Figure 1. Zoomed window.
Bar = 10 um. Region (30, 30) to (60, 60) um. Cells in gray, sequential cells in the stronger gray; small squares are vias.
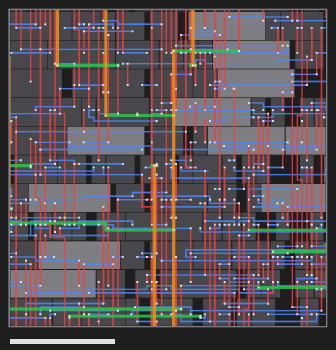
Figure 2. M1 wires.
Supply wires on this layer in gray.
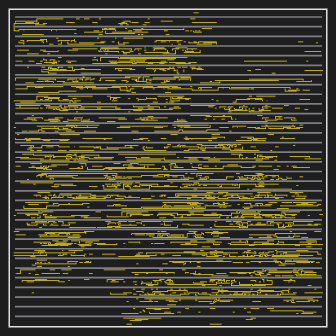
Figure 3. Signal wires by layer.
Two of the layers only.
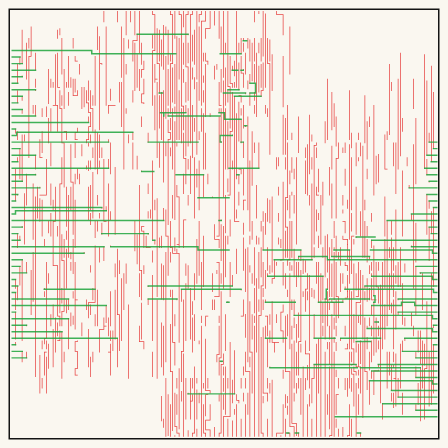
Figure 4. Met4 routing.
Supply wires on this layer in gray.
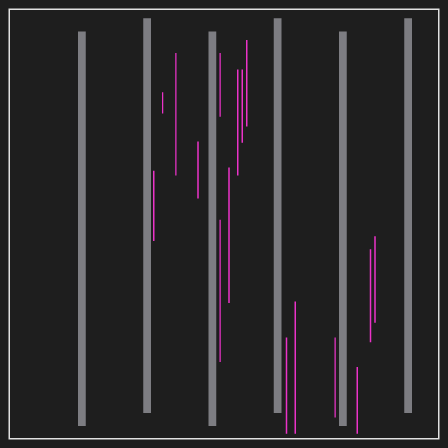
Figure 5. Clock wiring as the flow saved it.
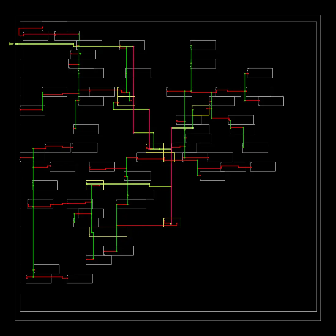
[src/rtl/dmem_bus_ctrl.sv]
// Data-side bus controller: decodes EX_DM accesses to internal DM, NUM_CH
// req/ack channels or unmapped space. Define DMEM_BUS_TIMEOUT_EN for the BUSY timeout.
module dmem_bus_ctrl #(
  parameter int ADDR_W      = 16,
  parameter int DATA_W      = 16,
  parameter int NUM_CH      = 4,
  parameter int SEL_LSB     = 12,
  parameter int TIMEOUT_CYC = 15
) (
  input  logic                     clk,
  input  logic                     rst,
  input  logic [ADDR_W-1:0]        cpu_addr,
  input  logic [DATA_W-1:0]        cpu_wdata,
  input  logic                     cpu_re,
  input  logic                     cpu_we,
  output logic [DATA_W-1:0]        cpu_rdata,
  output logic                     cpu_stall,
  output logic                     cpu_err,
  output logic                     dm_re,
  output logic                     dm_we,
  output logic [NUM_CH-1:0]        ext_sel,
  output logic [ADDR_W-1:0]        ext_addr,
  output logic [DATA_W-1:0]        ext_wdata,
  output logic                     ext_re,
  output logic                     ext_we,
  input  logic [NUM_CH*DATA_W-1:0] ext_rdata,
  input  logic [NUM_CH-1:0]        ext_ack
);

  localparam int RW   = ADDR_W - SEL_LSB;
  localparam int CH_W = (NUM_CH > 1) ? $clog2(NUM_CH) : 1;

  localparam logic [1:0] IDLE = 2'd0;
  localparam logic [1:0] BUSY = 2'd1;
  localparam logic [1:0] DONE = 2'd2;
`ifdef DMEM_BUS_TIMEOUT_EN
  localparam logic [1:0] ERR  = 2'd3;
  localparam int CNT_W = $clog2(TIMEOUT_CYC + 1);
`endif

  logic [1:0]        state_reg, state_next;
  logic [CH_W-1:0]   ch_reg;
  logic              op_we_reg;
  logic [ADDR_W-1:0] addr_reg;
  logic [DATA_W-1:0] wdata_reg;
  logic [DATA_W-1:0] hold_reg;

  logic [RW-1:0]     region;
  logic              access, is_int, is_ext, start, busy;
  logic [NUM_CH-1:0] ch_dec;
  logic              ack_hit;
  logic [DATA_W-1:0] ack_rdata;

  assign region = cpu_addr[ADDR_W-1:SEL_LSB];
  assign access = cpu_re | cpu_we;
  assign is_int = (region == '0);
  assign is_ext = (region != '0) && (int'(region) <= NUM_CH);
  assign busy   = (state_reg == BUSY);

  genvar gi;
  generate
    for (gi = 0; gi < NUM_CH; gi++) begin : g_ch
      assign ch_dec[gi]  = (ch_reg == CH_W'(gi));
      assign ext_sel[gi] = busy & ch_dec[gi];
    end
  endgenerate

  // Only the registered channel's ack and data are ever looked at.
  assign ack_hit = |(ext_ack & ch_dec);

  always_comb begin
    ack_rdata = '0;
    for (int i = 0; i < NUM_CH; i++) begin
      if (ch_dec[i]) ack_rdata = ack_rdata | ext_rdata[i*DATA_W +: DATA_W];
    end
  end

  assign ext_re    = busy & ~op_we_reg;
  assign ext_we    = busy & op_we_reg;
  assign ext_addr  = addr_reg;
  assign ext_wdata = wdata_reg;

`ifdef DMEM_BUS_TIMEOUT_EN
  logic [CNT_W-1:0] wait_cnt_reg;
  logic             timeout_hit;

  assign timeout_hit = (wait_cnt_reg == CNT_W'(TIMEOUT_CYC - 1));

  always_ff @(posedge clk) begin
    if (rst) begin
      wait_cnt_reg <= '0;
    end else if (start) begin
      wait_cnt_reg <= '0;
    end else if (busy && !ack_hit) begin
      wait_cnt_reg <= wait_cnt_reg + CNT_W'(1);
    end
  end
`endif

  always_comb begin
    state_next = state_reg;
    start      = 1'b0;
    cpu_stall  = 1'b0;
    cpu_err    = 1'b0;
    dm_re      = 1'b0;
    dm_we      = 1'b0;
    cpu_rdata  = hold_reg;
    case (state_reg)
      IDLE: begin
        if (access) begin
          // Simultaneous load and store is executed as a store but flagged.
          if (cpu_re & cpu_we) cpu_err = 1'b1;
          if (is_int) begin
            dm_re = cpu_re & ~cpu_we;
            dm_we = cpu_we;
          end else if (is_ext) begin
            cpu_stall  = 1'b1;
            start      = 1'b1;
            state_next = BUSY;
          end else begin
            cpu_err   = 1'b1;
            cpu_rdata = '0;
          end
        end
      end
      BUSY: begin
        cpu_stall = 1'b1;
        if (ack_hit) begin
          state_next = DONE;
`ifdef DMEM_BUS_TIMEOUT_EN
        end else if (timeout_hit) begin
          state_next = ERR;
`endif
        end
      end
      // The request still on cpu_* is the one just completed; never restart it.
      DONE: state_next = IDLE;
`ifdef DMEM_BUS_TIMEOUT_EN
      ERR: begin
        cpu_err    = 1'b1;
        cpu_rdata  = '1;
        state_next = IDLE;
      end
`endif
      default: state_next = IDLE;
    endcase
  end

  always_ff @(posedge clk) begin
    if (rst) begin
      state_reg <= IDLE;
      ch_reg    <= '0;
      op_we_reg <= 1'b0;
      addr_reg  <= '0;
      wdata_reg <= '0;
      hold_reg  <= '0;
    end else begin
      state_reg <= state_next;
      if (start) begin
        ch_reg    <= CH_W'(region - RW'(1));
        op_we_reg <= cpu_we;
        addr_reg  <= cpu_addr;
        wdata_reg <= cpu_wdata;
      end
      if (busy && ack_hit && !op_we_reg) hold_reg <= ack_rdata;
    end
  end

endmodule

[config.mk]
export PLATFORM = sky130hd
export DESIGN_NAME = dmem_bus_ctrl
export DESIGN_NICKNAME = d
export VERILOG_FILES = /design/src/rtl/dmem_bus_ctrl.sv
export SDC_FILE = /design/constraint.sdc
export NUM_CORES = 1
export LEC_CHECK = 0
export ABC_AREA = 1
export CAP_MARGIN = 25
export CORE_UTILIZATION = 41
export CTS_BUF_LIST = sky130_fd_sc_hd__clkbuf_4 sky130_fd_sc_hd__clkbuf_8
export DETAILED_ROUTE_END_ITERATION = 8
export PLACE_DENSITY = 0.86
export SETUP_SLACK_MARGIN = 0.5
export SLEW_MARGIN = 20
export SYNTH_ARGS = -nofsm -noshare
export SYNTH_HDL_FRONTEND = slang
export SYNTH_SLANG_ARGS = --single-unit
[constraint.sdc]
create_clock -name clk -period 2.2 [get_ports clk]
set_clock_uncertainty 0.1 [all_clocks]
set_input_delay 0.55 -clock clk [delete_from_list [all_inputs] [get_ports clk]]
set_output_delay 0.55 -clock clk [all_outputs]
set_load 0.05 [all_outputs]
==> impl_metrics.env <==
# source this file to load flow results
export IMPL_top_power_group="combinational cells"
export IMPL_layout_top_cells="nor2_1, nand2_1, clkdlybuf4s50_1, nand3_1, inv_1"
export IMPL_compound_area_share_pct=0.3225
export IMPL_worstSetupEndpointType="output port"
export IMPL_yosysMostFrequentCell="nor2_1"
export IMPL_seqCellArea_sq_um=1071
export IMPL_stdcell_area_sq_um=5475
export IMPL_dominant_cells="buffers"
export IMPL_layout_setup_ws_ns=-0.003331
export IMPL_openroad_warnings=29
export IMPL_switching_share_pct=37.11
export IMPL_sh_comb_area_pct=34.96
export IMPL_hold_ws_ns=0.3800
export IMPL_power_internal_uw=1868
export IMPL_worstMarginPinSlew_ns=0.2960
export IMPL_layout_top_cell="nor2_1"
export IMPL_num_rows=31
export IMPL_synth_chip_area_sq_um=3104
export IMPL_seq_power_uw=1070
export IMPL_outcome="finished, violations left"
export IMPL_grt_pass1_wl_mm=17.15
export IMPL_violations="setup timing"
export IMPL_edf_count=0
export IMPL_power_density_nw_per_um2=542.5
export IMPL_avgRoutedWirePerCell_um=14.08
export IMPL_setup_viol_count_final=1
export IMPL_synth_area_sq_um=3104
export IMPL_top_cell_area_share_pct=34.18
export IMPL_p_seq_share_pct=36.1
export IMPL_critPathLaunchType="primary input"
export IMPL_dieArea_sq_um=7924
export IMPL_finish_net_count=793
export IMPL_cts_root_buf="clkbuf_8"
export IMPL_worstPathCellList="clkdlybuf4s15_1 -> nor2_2 -> nor2_2 -> nand2_4 -> inv_6 -> buf_12 -> nor2_4 -> buf_8"
export IMPL_ff_type="dfxtp_1"
export IMPL_syn_avg_cell_area_sq_um=6.063
export IMPL_tns_ns=-0.003331
export IMPL_nonClockBufferCount=199
Back to the opening pictures, Figure 1:
- red: metal 2
- blue: metal 1
- green: metal 3
- orange: metal 4
- most frequent: buf_4 (15), nor2_1 (14), nand2_1 (12)
- cells with their middle in the window: 95
- sequential cells in the window: 11
- netlist names of flops here include: hold_reg (6), state_reg (2)

Back to the opening pictures, Figure 2:
- longest straight run: 30.8 um
- share of all routed wire: 37%
- main direction: horizontal
- wire length on this layer: 4060 um
- nets with wire on the layer: 677

Back to the opening pictures, Figure 3:
- red: metal 2 (wire length 5710 um)
- green: metal 3 (wire length 1040 um)

Back to the opening pictures, Figure 4:
- wire length on this layer: 293 um
- longest straight run: 29.2 um
via count: 4004
final wirelength: 11.10 mm

Back to the opening pictures, Figure 5:
Flop Count: 53
Sink Count: 53
total CTS buffers: 5

per-layer routing:
| metal | vias up | part of all wire, % |
|---|---|---|
| li1 | 1961 | - |
| met1 | 1836 | 37 |
| met2 | 173 | 51 |
| met3 | 34 | 9.3 |
| met4 | 0 | 2.6 |
| met5 | - | 0 |
path summary, 6_finish.rpt:
kind | from | end | slack [ns] | cells past startpoint
worst min register to register | ext_addr[4] | ext_addr[4] | 0.38 | 2
worst min-delay path | ext_addr[4] | ext_addr[4] | 0.38 | 2
worst max-delay path | cpu_we | cpu_rdata[9] | -0.003 | 8
worst max register to register | ch_reg[0] | hold_reg[2] | 0.58 | 9
